<file path="config.mk">
export PLATFORM = sky130hd
export DESIGN_NAME = vending_machine_param
export DESIGN_NICKNAME = d
export VERILOG_FILES = /design/src/rtl/vending_machine_param.sv
export SDC_FILE = /design/constraint.sdc
export NUM_CORES = 1
export LEC_CHECK = 0
export ABC_AREA = 1
export CAP_MARGIN = 25
export CELL_PAD_IN_SITES_DETAIL_PLACEMENT = 1
export CELL_PAD_IN_SITES_GLOBAL_PLACEMENT = 1
export CORE_ASPECT_RATIO = 2
export CORE_MARGIN = 10
export CORE_UTILIZATION = 37
export DETAILED_ROUTE_END_ITERATION = 8
export PLACE_DENSITY_LB_ADDON = 0.1
export SKIP_CTS_REPAIR_TIMING = 1
export SLEW_MARGIN = 20
export SYNTH_ARGS = -nofsm -noshare
export SYNTH_HDL_FRONTEND = slang
export SYNTH_SLANG_ARGS = --single-unit
</file>
<file path="constraint.sdc">
create_clock -name clk -period 2.7 [get_ports clk]
set_input_delay 0.81 -clock clk [delete_from_list [all_inputs] [get_ports clk]]
set_output_delay 0.81 -clock clk [all_outputs]
set_load 0.05 [all_outputs]
</file>
<file path="src/rtl/vending_machine_param.sv">
// Multi-item vending controller: coin credit accumulation, priced purchases, unit-pulse change return.
// Optional VM_AUTO_CHANGE_EN: return leftover credit automatically after a vend instead of retaining it.
module vending_machine_param #(
    parameter int CREDIT_W   = 8,
    parameter int MAX_CREDIT = 20,
    parameter int N_ITEMS    = 2,
    parameter logic [N_ITEMS*CREDIT_W-1:0] PRICES = {8'd5, 8'd3},
    parameter int SEL_W      = (N_ITEMS > 1) ? $clog2(N_ITEMS) : 1
) (
    input  logic                clk,
    input  logic                rst_n,
    input  logic                coin_vld,
    input  logic [CREDIT_W-1:0] coin_val,
    input  logic                buy,
    input  logic [SEL_W-1:0]    item_sel,
    input  logic                cancel,
    output logic                vend,
    output logic [SEL_W-1:0]    vend_item,
    output logic                ret_pulse,
    output logic                coin_rej,
    output logic                buy_rej,
    output logic [CREDIT_W-1:0] credit,
    output logic                busy
);

    // state    | meaning
    // S_IDLE   | no credit held
    // S_CREDIT | credit > 0, accepting coins / purchases
    // S_VEND   | single dispense cycle
    // S_CHANGE | returning one credit unit per cycle
    typedef enum logic [1:0] {
        S_IDLE   = 2'd0,
        S_CREDIT = 2'd1,
        S_VEND   = 2'd2,
        S_CHANGE = 2'd3
    } state_t;

    localparam logic [CREDIT_W:0] MAX_SUM = (CREDIT_W+1)'(MAX_CREDIT);

    state_t              state_q, state_d;
    logic [CREDIT_W-1:0] credit_q, credit_d;
    logic                vend_q, vend_d;
    logic [SEL_W-1:0]    vend_item_q, vend_item_d;
    logic                ret_pulse_q, ret_pulse_d;
    logic                coin_rej_q, coin_rej_d;
    logic                buy_rej_q, buy_rej_d;
    logic                busy_q, busy_d;

    logic [CREDIT_W-1:0] price_sel;
    logic                sel_ok;
    logic [CREDIT_W:0]   coin_sum;
    logic                coin_ok;
    logic                afford;

    always_comb begin
        price_sel = '0;
        sel_ok    = 1'b0;
        for (int k = 0; k < N_ITEMS; k++) begin
            if (int'(item_sel) == k) begin
                sel_ok    = 1'b1;
                price_sel = PRICES[k*CREDIT_W +: CREDIT_W];
            end
        end
    end

    // Extra carry bit keeps the overflow test honest near 2^CREDIT_W.
    assign coin_sum = {1'b0, credit_q} + {1'b0, coin_val};
    assign coin_ok  = (coin_sum <= MAX_SUM);
    assign afford   = (credit_q >= price_sel);

    always_comb begin
        state_d     = state_q;
        credit_d    = credit_q;
        vend_d      = 1'b0;
        vend_item_d = vend_item_q;
        coin_rej_d  = 1'b0;
        buy_rej_d   = 1'b0;

        case (state_q)
            S_IDLE, S_CREDIT: begin
                if (cancel) begin
                    if (credit_q != '0) begin
                        state_d = S_CHANGE;
                    end
                end else if (coin_vld) begin
                    if (coin_ok) begin
                        credit_d = coin_sum[CREDIT_W-1:0];
                        state_d  = (coin_sum == '0) ? S_IDLE : S_CREDIT;
                    end else begin
                        coin_rej_d = 1'b1;
                    end
                end else if (buy) begin
                    if (sel_ok && afford) begin
                        credit_d    = credit_q - price_sel;
                        vend_item_d = item_sel;
                        vend_d      = 1'b1;
                        state_d     = S_VEND;
                    end else begin
                        buy_rej_d = 1'b1;
                    end
                end
            end
            S_VEND: begin
                coin_rej_d = coin_vld;
                if (credit_q == '0) begin
                    state_d = S_IDLE;
                end else begin
`ifdef VM_AUTO_CHANGE_EN
                    state_d = S_CHANGE;
`else
                    state_d = S_CREDIT;
`endif
                end
            end
            S_CHANGE: begin
                coin_rej_d = coin_vld;
                if (credit_q <= CREDIT_W'(1)) begin
                    credit_d = '0;
                    state_d  = S_IDLE;
                end else begin
                    credit_d = credit_q - CREDIT_W'(1);
                end
            end
            default: begin
                state_d  = S_IDLE;
                credit_d = '0;
            end
        endcase

        // A pulse is issued for every cycle spent in CHANGE, including the first.
        ret_pulse_d = (state_d == S_CHANGE);
        busy_d      = (state_d == S_VEND) || (state_d == S_CHANGE);
    end

    always_ff @(posedge clk or negedge rst_n) begin
        if (!rst_n) begin
            state_q     <= S_IDLE;
            credit_q    <= '0;
            vend_q      <= 1'b0;
            vend_item_q <= '0;
            ret_pulse_q <= 1'b0;
            coin_rej_q  <= 1'b0;
            buy_rej_q   <= 1'b0;
            busy_q      <= 1'b0;
        end else begin
            state_q     <= state_d;
            credit_q    <= credit_d;
            vend_q      <= vend_d;
            vend_item_q <= vend_item_d;
            ret_pulse_q <= ret_pulse_d;
            coin_rej_q  <= coin_rej_d;
            buy_rej_q   <= buy_rej_d;
            busy_q      <= busy_d;
        end
    end

    assign vend      = vend_q;
    assign vend_item = vend_item_q;
    assign ret_pulse = ret_pulse_q;
    assign coin_rej  = coin_rej_q;
    assign buy_rej   = buy_rej_q;
    assign credit    = credit_q;
    assign busy      = busy_q;

endmodule

</file>
Met1 routing:
Drawn at 4 px/µm. Supply wires on this layer in grey.
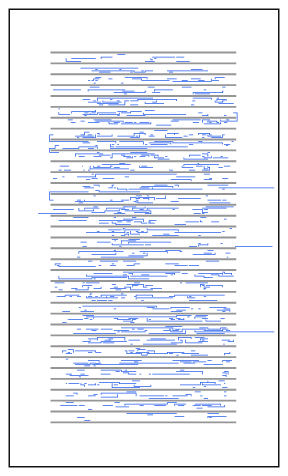
wire length on this layer: 2100 µm
nets with wire on the layer: 309
longest straight run: 22.5 µm
share of all routed wire: 32%
main direction: horizontal

Metal 2:
Drawn at 3 px/µm.
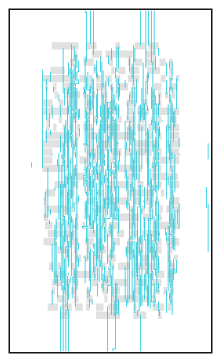
nets with wire on the layer: 309
wire length on this layer: 3750 µm
share of all routed wire: 58%

==> impl_metrics.csv <==
group,metric,value,unit
clock_tree,clock_slew_seen_by_the_registers_of_the_worst_setup_and_hold_paths,0.07,ns
cells_and_area,final-seq-area,400,µm²
power,share_seq_of_total_power,14.6,%
global_routing,grt.busiest_layer,"met2",
cells_and_area,finish.instance_area,0.00249,mm²
setup_path,timing.rr.end,"credit[5]",
logic_synthesis,xor_xnor_share,3.75,%
clock_tree,cts.sink_count,16,
cells_and_area,non_clock_buffer_count,57,
worst_hold_path,hold_path.class,"reg2reg",
routing,drt-vias-per-instance,5.42,
routing,drc,0,
routing,first_iter_violations,53,
power,clkPwrFrac,6.1,%
floorplanning,chipHeight,114,µm
clock_tree,root_driver,"sky130_fd_sc_hd__clkbuf_8",
sta,fin_worst_setup_slack,0.0588,ns
setup_path,arrival,2.84,ns
cells_and_area,lay_top_count,"sky130_fd_sc_hd__nand2_1",
logic_synthesis,yosys.area.top_type_share,24.5,%
place,dp.final_hpwl,4860,µm
clock_tree,clock_tree.buffer_depth,2,
sta,number_of_failing_hold_endpoints_at_the_final_stage,0,
logic_synthesis,largest_area_cell,"sky130_fd_sc_hd__dfrtp_1",
worst_hold_path,worst_hold_path.num_cells,2,
cells_and_area,layout.sequential_cells,16,
global_routing,grt_util_met2,31.3,%
power,pg_seq,0.517,mW
logic_synthesis,postSynthNetCount,276,
logic_synthesis,count_of_library_flops_with_an_enable_pin,0,
logic_synthesis,netlist_top_cells_area,"sky130_fd_sc_hd__dfrtp_1 25%, sky130_fd_sc_hd__nand2_1 16%, sky130_fd_sc_hd__ha_1 10%, sky130_fd_sc_hd__nand3_1 8.9%, sky130_fd_sc_hd__inv_1 7.4%",
routing,dr_wl_met3,202,µm
cells_and_area,num_antenna_cells,0,
logic_synthesis,post_synth_mux_area_share,0,%
sta,finalClockPeriodUsage,97.8,%
flow_run,log.warning_count,29,
flow_run,drv.max_cap_violation_count,0,
place,io_buffer_count,27,
worst_hold_path,worst_hold_path.endpoint,"vend_item",
setup_path,cp_slowest_stage_delay,0.41,ns
clock_tree,clock_insertion_delay_worst_skew,0.25,ns
routing,met2_length,3750,µm
setup_path,critPathSlowestCell,"sky130_fd_sc_hd__fa_2",
place,placedCellCount,350,
routing,maxUsedRoutingLayer,"met4",
cells_and_area,clockNetworkAreaShare,2.21,%
logic_synthesis,ys_area,0.00163,mm²
global_routing,grt_overflow,0,
sta,report.final.slew_viol_count,0,
setup_path,cp.buffers_inverters,1,
clock_tree,tritoncts_buffers,3,
cells_and_area,clockBufferCount,4,
logic_synthesis,synth_area_per_cell,6.62,µm²
power,p_comb,2.81,mW
place,gpl.final_weighted_congestion,0.911,
logic_synthesis,ys_cells,247,
setup_path,path_class,"in2reg",
setup_path,critical_path.max_fanout,8,
routing,routed_met1_length,2100,µm
status,outcome,"completed",
clock_tree,cts_htree_levels,1,
sta,rsz0062_at_grt,"yes",
logic_synthesis,synthesis_warning_total,0,
logic_synthesis,sequential_share_of_the_synthesized_area,24.5,%
cells_and_area,final_layout_size_suffix_gt1_share,29.6,%
power,power,3.54,mW
logic_synthesis,dominantRegCellSynth,"sky130_fd_sc_hd__dfrtp_1",
cells_and_area,nNonClkInverters,36,
floorplanning,ioPinCount,28,
clock_tree,tritoncts_clock_tree,"yes",
cells_and_area,nFillCells,545,
setup_path,timing.critical_path.cells,"buf_6 -> ha_4 -> fa_2 -> or2_1 -> nand3b_1 -> nand3_1 -> nand2_1 -> nand2_2 -> nor2_4 -> nand3_2 -> nand2_4 -> nand3_4 -> nand2_8 -> nand2_4 -> nand2_2",
logic_synthesis,synth.logic.top_family,"simple AND/OR/NAND/NOR gates",
sta,setup-violations-final,0,
cells_and_area,fin_cells,358,
power,maxPowerGroup,"combinational logic",
sta,worst-slew-pin-transition,0.782,ns
logic_synthesis,synth_async_sr_flop_share,100,%
cells_and_area,seq-cell-share,16.1,%
setup_path,ff2ff_path_depth,13,
power,power.ir.vdd_worst,0.826,mV
setup_path,rrSetupSlack,0.24,ns
logic_synthesis,synth_simple_gate_area_share,39.9,%
logic_synthesis,synth.cells.most_frequent,"68 x sky130_fd_sc_hd__nand2_1, 32 x sky130_fd_sc_hd__inv_1, 29 x sky130_fd_sc_hd__nand3_1",
global_routing,grt_start_max_net_pins,19,
global_routing,vias_in_the_first_global_route,2049,
logic_synthesis,synth.cell_area,0.00163,mm²
power,p_int,1.60,mW
power,combinationalPowerShare,79.4,%
sta,max_slew_margin,47.7,%
logic_synthesis,post-synth-top-count-cell,"sky130_fd_sc_hd__nand2_1",
cells_and_area,finish.net_count,334,
cells_and_area,final_layout_top_logic_cells,"51 x sky130_fd_sc_hd__nand2_1, 31 x sky130_fd_sc_hd__inv_1, 30 x sky130_fd_sc_hd__buf_4",
cells_and_area,layout.area.top_class,"logic gates",
cells_and_area,area.growth.synth_to_final,52.5,%
place,post-place-ws,-0.565,ns
sta,worst_clock_skew,0.00529,ns
power,switching_share,54.9,%
global_routing,grt_pass1_wl,9390,µm
logic_synthesis,synth_flops,16,
cells_and_area,multiInputCombCellCount,191,
logic_synthesis,synthDistinctLibCells,31,
floorplanning,number_of_placement_rows,34,
place,dpl-instance-area,0.00215,mm²
logic_synthesis,compound_area_share,9.80,%
setup_path,critical_path.top_delay_family,"simple AND/OR/NAND/NOR gates",
floorplanning,well_tap_count,54,
setup_path,crit_path_end_kind,"register",
cells_and_area,core_occupancy_in_the_finished_layout,58.0,%
setup_path,cp.required,2.90,ns
power,power.density_cell_area,1420,mW/mm²
routing,postRouteAntennaNets,0,
setup_path,regToRegStartpoint,"credit[1]",
floorplanning,core_util_floorplan,38.0,%
sta,timing.hold.ws,0.545,ns
sta,timing.fmax,379,MHz
routing,routed_wire_length_per_instance,18.1,µm
sta,period_needed,2.64,ns
global_routing,number_of_antenna_violations_at_the_first_check_in_global_routing,0,
sta,sum_of_negative_setup_slack,0,ns
global_routing,track_usage,15.8,%
-- how the worst max path moves through the flow --
stage / slack (ns) / from / cells after the start / endpoint
5_1_grt: -0.05 / coin_val[0] / 15 / credit[3]
2_1_floorplan: 0.15 / coin_val[0] / 15 / credit[0]
3_3_place_gp: -0.46 / coin_val[0] / 15 / credit[5]
4_1_cts: -0.30 / coin_val[0] / 15 / credit[5]
3_5_place_dp: -0.57 / coin_val[0] / 15 / credit[5]
6_report: 0.06 / coin_val[0] / 15 / credit[5]
-- state kept, by name, summed over array words and instances (netlist names) --
signal     cells
busy           1
buy_rej        1
coin_rej       1
credit         8
ret_pulse      1
state_q        2
vend           1
vend_item      1
Power and IR drop assume default switching activity.
